`src/rtl/sipo_deserializer_pkg.sv`:
```
// sipo_deserializer_pkg: shared sizing helpers and output-register state type for the serial link.
package sipo_deserializer_pkg;

    typedef enum logic {
        EMPTY = 1'b0,
        FULL  = 1'b1
    } out_state_e;

    function automatic int clog2(input int v);
        int r;
        r = 0;
        while ((1 << r) < v) r++;
        return r;
    endfunction

    function automatic int beats(input int width, input int shift_amount);
        return width / shift_amount;
    endfunction

    function automatic int count_width(input int width, input int shift_amount);
        return clog2(beats(width, shift_amount) + 1);
    endfunction

    function automatic bit shift_ok(input int width, input int shift_amount);
        return shift_amount > 0 && width >= shift_amount && width % shift_amount == 0;
    endfunction

endpackage

```
`src/rtl/sipo_deserializer_beat_counter.sv`:
```
// sipo_deserializer_beat_counter: modulo-BEATS beat counter; tc_o marks the beat that completes a word.
module sipo_deserializer_beat_counter #(
    parameter int BEATS = 8,
    parameter int CW    = 4
) (
    input  logic          clk,
    input  logic          rst,
    input  logic          clear_i,
    input  logic          inc_i,
    output logic [CW-1:0] count_o,
    output logic          tc_o
);

    logic [CW-1:0] count_q, count_d;

    assign tc_o    = inc_i && count_q == CW'(BEATS - 1);
    assign count_o = count_q;

    always_comb begin
        count_d = clear_i ? '0 : tc_o ? '0 : inc_i ? count_q + 1'b1 : count_q;
    end

    always_ff @(negedge clk or negedge rst) begin
        if (!rst) count_q <= '0;
        else      count_q <= count_d;
    end

endmodule

```
`src/rtl/sipo_deserializer.sv`:
```
// sipo_deserializer: collects serial beats into WIDTH-bit words on the falling clock edge and
// holds each finished word in a one-deep valid/ready output register with sticky overrun.
module sipo_deserializer
    import sipo_deserializer_pkg::*;
#(
    parameter int WIDTH        = 8,
    parameter int SHIFT_AMOUNT = 1,
    parameter bit MSB_FIRST    = 1'b1
) (
    input  logic                                          clk,
    input  logic                                          rst,
    input  logic [SHIFT_AMOUNT-1:0]                       in_BIT,
    input  logic                                          in_SHIFT,
    input  logic                                          in_CLEAR,
    input  logic                                          in_READY,
    output logic [WIDTH-1:0]                              out_DATA,
    output logic                                          out_VALID,
    output logic                                          out_OVERRUN,
    output logic [count_width(WIDTH, SHIFT_AMOUNT)-1:0]   out_COUNT
);

    localparam int BEATS = beats(WIDTH, SHIFT_AMOUNT);
    localparam int CW    = count_width(WIDTH, SHIFT_AMOUNT);

    if (!shift_ok(WIDTH, SHIFT_AMOUNT)) begin : g_bad_cfg
        $error("WIDTH must be a non-zero multiple of SHIFT_AMOUNT");
    end

    out_state_e       state_q, state_d;
    logic [WIDTH-1:0] acc_q, acc_d;
    logic [WIDTH-1:0] data_q, data_d;
    logic             ovr_q, ovr_d;
    logic [WIDTH-1:0] shifted;
    logic             tc;
    logic             done;

    sipo_deserializer_beat_counter #(
        .BEATS (BEATS),
        .CW    (CW)
    ) u_beat_counter (
        .clk     (clk),
        .rst     (rst),
        .clear_i (in_CLEAR),
        .inc_i   (in_SHIFT),
        .count_o (out_COUNT),
        .tc_o    (tc)
    );

    if (BEATS == 1) begin : g_one
        assign shifted = in_BIT;
    end else if (MSB_FIRST) begin : g_msb
        assign shifted = {acc_q[WIDTH-1-SHIFT_AMOUNT:0], in_BIT};
    end else begin : g_lsb
        assign shifted = {in_BIT, acc_q[WIDTH-1:SHIFT_AMOUNT]};
    end

    // tc already includes in_SHIFT; a completed word is the shifted value on that edge
    assign done = tc && !in_CLEAR;

    always_ff @(negedge clk or negedge rst) begin
        if (!rst) begin
            state_q <= EMPTY;
            acc_q   <= '0;
            data_q  <= '0;
            ovr_q   <= 1'b0;
        end else begin
            state_q <= state_d;
            acc_q   <= acc_d;
            data_q  <= data_d;
            ovr_q   <= ovr_d;
        end
    end

    always_comb begin
        state_d = in_CLEAR         ? EMPTY :
                  state_q == EMPTY ? (done ? FULL : EMPTY) :
                  (done || !in_READY) ? FULL : EMPTY;
    end

    always_comb begin
        acc_d       = in_CLEAR || done ? '0 : in_SHIFT ? shifted : acc_q;
        data_d      = in_CLEAR ? '0 :
                      (done && (state_q == EMPTY || in_READY)) ? shifted : data_q;
        ovr_d       = !in_CLEAR && (ovr_q || (done && state_q == FULL && !in_READY));
        out_DATA    = data_q;
        out_VALID   = state_q == FULL;
        out_OVERRUN = ovr_q;
    end

endmodule

```
`config.mk`:
```
export PLATFORM = sky130hd
export DESIGN_NAME = sipo_deserializer
export DESIGN_NICKNAME = d
export VERILOG_FILES = /design/src/rtl/sipo_deserializer_pkg.sv /design/src/rtl/sipo_deserializer_beat_counter.sv /design/src/rtl/sipo_deserializer.sv
export SDC_FILE = /design/constraint.sdc
export NUM_CORES = 1
export LEC_CHECK = 0
export CORE_ASPECT_RATIO = 1.2
export CORE_MARGIN = 3
export CORE_UTILIZATION = 45
export DETAILED_ROUTE_END_ITERATION = 16
export DONT_BUFFER_PORTS = 1
export GPL_ROUTABILITY_DRIVEN = 0
export GPL_TIMING_DRIVEN = 0
export PLACE_DENSITY_LB_ADDON = 0.3
export SYNTH_ARGS = -nofsm -noshare
export SYNTH_HDL_FRONTEND = slang
export SYNTH_HIERARCHICAL = 1
export SYNTH_SLANG_ARGS = --single-unit
```
`constraint.sdc`:
```
create_clock -name clk -period 1.5 [get_ports clk]
set_input_delay 0.3 -clock clk [delete_from_list [all_inputs] [get_ports clk]]
set_output_delay 0.3 -clock clk [all_outputs]
set_load 0.03 [all_outputs]
```
### Signal metal coverage by tile, run 1

10 x 12 tiles, from dark blue (low) to red (high), scaled to the fullest tile. Values are wire area over tile area, all layers added.
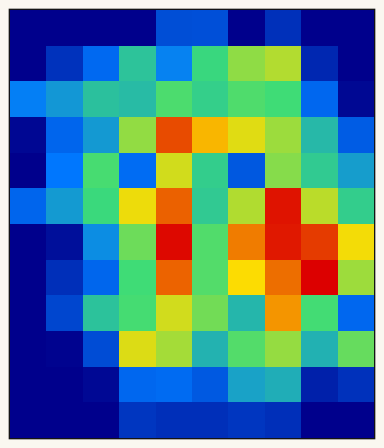
nearly empty tiles: 21%
fullest tile: 0.27
emptiest ninth of the die: bottom left
densest ninth of the die: right middle
mean over tiles: 0.097

### Port wiring, run 1

The bar under the picture is 20 um long.
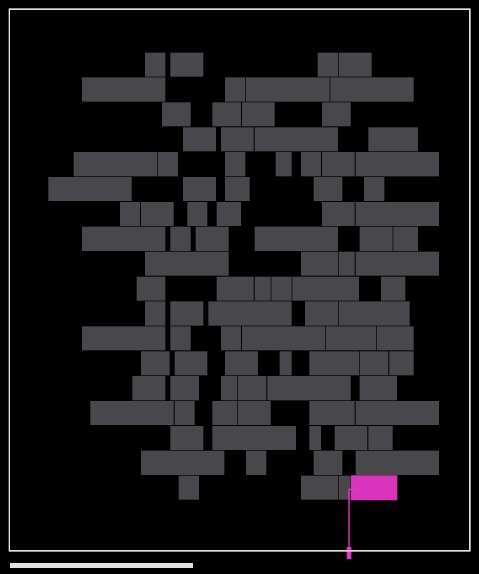
legend:
  magenta:
    port: in_READY
    bits: 1
    direction: input
    edge: bottom
    end_cells: 1
    buffers: 0
    wire: 7.20 um
count of buffers from port buffering: 0
IO Pins: 20

==> flow.log, run 1 <==
[report] extracting results
INFO  metric clock_tree_from_tritoncts = yes
INFO  metric synth_chip_area = 1050 um2
INFO  metric comb_area = 509 um2
INFO  metric synth.largest_area_cell = sky130_fd_sc_hd__dfrtn_1
INFO  metric post_synth_and_or_nand_nor_area_fraction = 0.254
INFO  metric area_share_clock_buf_inv = 0.0229
INFO  metric worst-r2r-setup-slack = -0.28 ns
INFO  metric setup_slack = -0.534 ns
INFO  metric cts_made_buffers = 3
INFO  metric netSwitchingFraction = 0.232
INFO  metric timing.final.setup_violations = 32
INFO  metric worst_setup_path_end_kind = output pin
INFO  metric first_global_vias = 652
INFO  metric inverters_excl_clock = 0
INFO  metric tapcell.inserted = 30
INFO  metric leakage = 0.521 nW
INFO  metric maxUsedRoutingLayer = met4
INFO  metric final_area = 1200 um2
INFO  metric met2_usage = 0.250
INFO  metric max-vdd-ir-drop = 0.000497 V
INFO  metric top_fanout_value_on_the_critical_path = 5
INFO  metric max_slew.worst_pin.slew = 0.445 ns
INFO  metric die_h = 59.0 um
INFO  metric rsz0062_at_grt = yes
INFO  metric initial_utilization = 0.492
INFO  metric lay_top_cells = 21 x sky130_fd_sc_hd__dfrtn_1, 16 x sky130_fd_sc_hd__mux2i_1, 8 x sky130_fd_sc_hd__nand2b_1, 8 x sky130_fd_sc_hd__nand2b_2, 7 x sky130_fd_sc_hd__nor2_2
INFO  metric top_cell_area_share = 0.499
INFO  metric detailed_place.area = 1100 um2
INFO  metric met2WireLength = 961 um
INFO  metric switchingPower = 0.000218 W
INFO  metric detail_route.wl_per_cell = 15.0 um
INFO  metric first_pass_grt_wire_length = 3040 um
INFO  metric violations = negative setup slack
INFO  metric fin_tns_setup = -10.01 ns
INFO  metric finish.cell_count_without_fillers = 123
INFO  metric path_class = reg2out
INFO  metric run_status = complete, but fails checks
INFO  metric post_synth_fa_ha_maj_area_fraction = 0.0119
INFO  metric ys_seq_elements = 21
INFO  metric pg_comb = 0.0000708 W
INFO  metric timing.hold.worst.class = in2async
INFO  metric met3WireLength = 84 um
INFO  metric nonClockBufferCount = 10
INFO  metric share_of_synthesized_area_spent_on_multiplexers = 0.166
INFO  metric crit_arrival = 1.73 ns
INFO  metric slew_violations = 0
INFO  metric die-width = 50.2 um
INFO  metric timing.clock.skew = 0.00773 ns
INFO  metric synth-xor-area-share = 0.00831
INFO  metric routed_via_density = 5.02
INFO  metric critical_path_depth = 0
INFO  metric synth_compound_gate_area_share = 0.0190
INFO  metric placement_rows = 18
INFO  metric grt_overflow = 0
INFO  metric clkTransAtPathRegs = 0.08 ns
INFO  metric finalHoldWorstSlack = 0.318 ns
INFO  metric synth.top_cells.by_area = sky130_fd_sc_hd__dfrtn_1 50%, sky130_fd_sc_hd__mux2i_1 15%, sky130_fd_sc_hd__nand2b_2 6.7%
INFO  metric tool_warnings = 29
### Routed metal, one colour a layer, run 1

Only two layers are drawn.
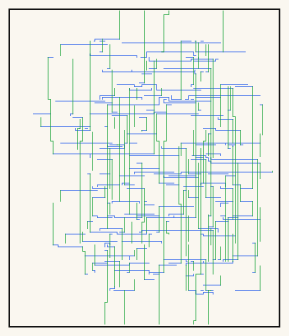
legend:
  blue:
    layer: M1
    wire_length: 778 um
  green:
    layer: M2
    wire_length: 962 um

### Clock routing, run 1

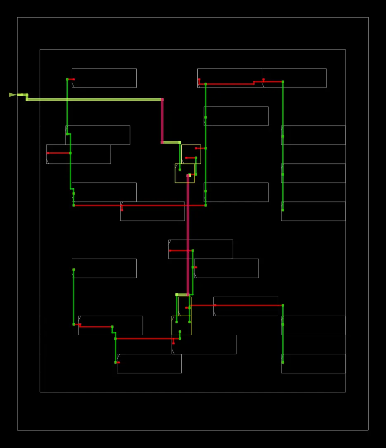

--- run 2 (diff from run 1) ---
--- a/config.mk
+++ b/config.mk
@@ -8,11 +8,13 @@
 export CORE_ASPECT_RATIO = 1.2
 export CORE_MARGIN = 3
 export CORE_UTILIZATION = 45
+export CTS_CLUSTER_DIAMETER = 60
 export DETAILED_ROUTE_END_ITERATION = 16
 export DONT_BUFFER_PORTS = 1
 export GPL_ROUTABILITY_DRIVEN = 0
 export GPL_TIMING_DRIVEN = 0
 export PLACE_DENSITY_LB_ADDON = 0.3
+export REMOVE_ABC_BUFFERS = 1
 export SYNTH_ARGS = -nofsm -noshare
 export SYNTH_HDL_FRONTEND = slang
 export SYNTH_HIERARCHICAL = 1
### Clock routing, run 2

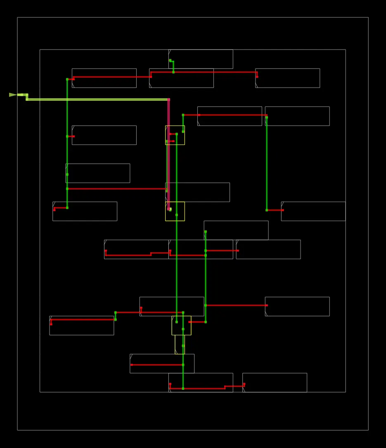
CTS Sinks: 21
Clk. pwr: 0.000271 W

==> flow.log, run 2 <==
[report] extracting results
INFO  metric sh_seq_area = 0.477
INFO  metric netSwitchingFraction = 0.226
INFO  metric ioPinCount = 20
INFO  metric timing.final.setup_violations = 29
INFO  metric synth_compound_gate_area_share = 0.0190
INFO  metric top_cell_area_share = 0.499
INFO  metric buffer_ports.inserted = 0
INFO  metric run_status = complete, but fails checks
INFO  metric maxUsedRoutingLayer = met4
INFO  metric pg_comb = 0.0000427 W
INFO  metric setup_slack = -0.528 ns
INFO  metric switchingPower = 0.000207 W
INFO  metric tool_warnings = 27
INFO  metric synth.largest_area_cell = sky130_fd_sc_hd__dfrtn_1
INFO  metric synth-xor-area-share = 0.00831
INFO  metric timing.clock.skew = 0.00162 ns
INFO  metric rsz0062_at_grt = yes
INFO  metric violations = negative setup slack
INFO  metric area_share_clock_buf_inv = 0.0238
INFO  metric timing.hold.worst.class = in2async
INFO  metric met3WireLength = 94 um
INFO  metric synth.top_cells.by_area = sky130_fd_sc_hd__dfrtn_1 50%, sky130_fd_sc_hd__mux2i_1 15%, sky130_fd_sc_hd__nand2b_2 6.7%
INFO  metric grt_overflow = 0
INFO  metric worst-r2r-setup-slack = -0.33 ns
INFO  metric max-vdd-ir-drop = 0.000456 V
INFO  metric path_class = reg2out
INFO  metric routed_via_density = 4.96
INFO  metric synth.most_common_cell = sky130_fd_sc_hd__dfrtn_1
INFO  metric detailed_place.area = 1050 um2
INFO  metric cts_made_buffers = 3
INFO  metric final_area = 1100 um2
INFO  metric nonClockBufferCount = 1
INFO  metric crit_arrival = 1.73 ns
INFO  metric post_synth_and_or_nand_nor_area_fraction = 0.254
INFO  metric inverters_excl_clock = 0
INFO  metric post_synth_fa_ha_maj_area_fraction = 0.0119
INFO  metric initial_utilization = 0.492
INFO  metric max_slew.worst_pin.slew = 0.437 ns
INFO  metric die-width = 50.2 um
INFO  metric fin_tns_setup = -10.27 ns
INFO  metric ys_seq_elements = 21
INFO  metric share_of_synthesized_area_spent_on_multiplexers = 0.166
INFO  metric synth_chip_area = 1050 um2
INFO  metric tapcell.inserted = 30
INFO  metric comb_area = 493 um2
INFO  metric finalHoldWorstSlack = 0.322 ns
INFO  metric critical_path_depth = 0
INFO  metric worst_setup_path_end_kind = output pin
INFO  metric slew_violations = 0
INFO  metric die_h = 59.0 um
INFO  metric met2WireLength = 805 um
INFO  metric finish.cell_count_without_fillers = 114
INFO  metric leakage = 0.471 nW
INFO  metric first_pass_grt_wire_length = 2930 um
### Where the registers sit, run 2

The bar under the picture is 20 um long. Other sequential cells in the stronger grey, the rest of the logic in the fainter grey.
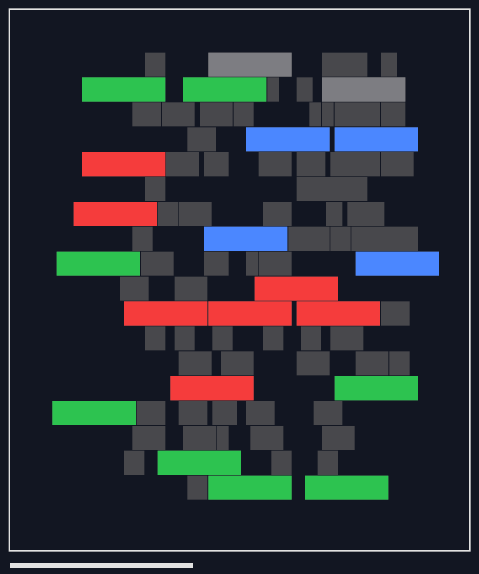
legend:
  red:
    name_in_the_netlist: acc_q
    placed_flops: 7
  green:
    name_in_the_netlist: out_DATA
    placed_flops: 8
  blue:
    name_in_the_netlist: u_beat_counter/count_o
    placed_flops: 4
not coloured: 2

No activity file was given, so power comes from the tool's default toggle rates.
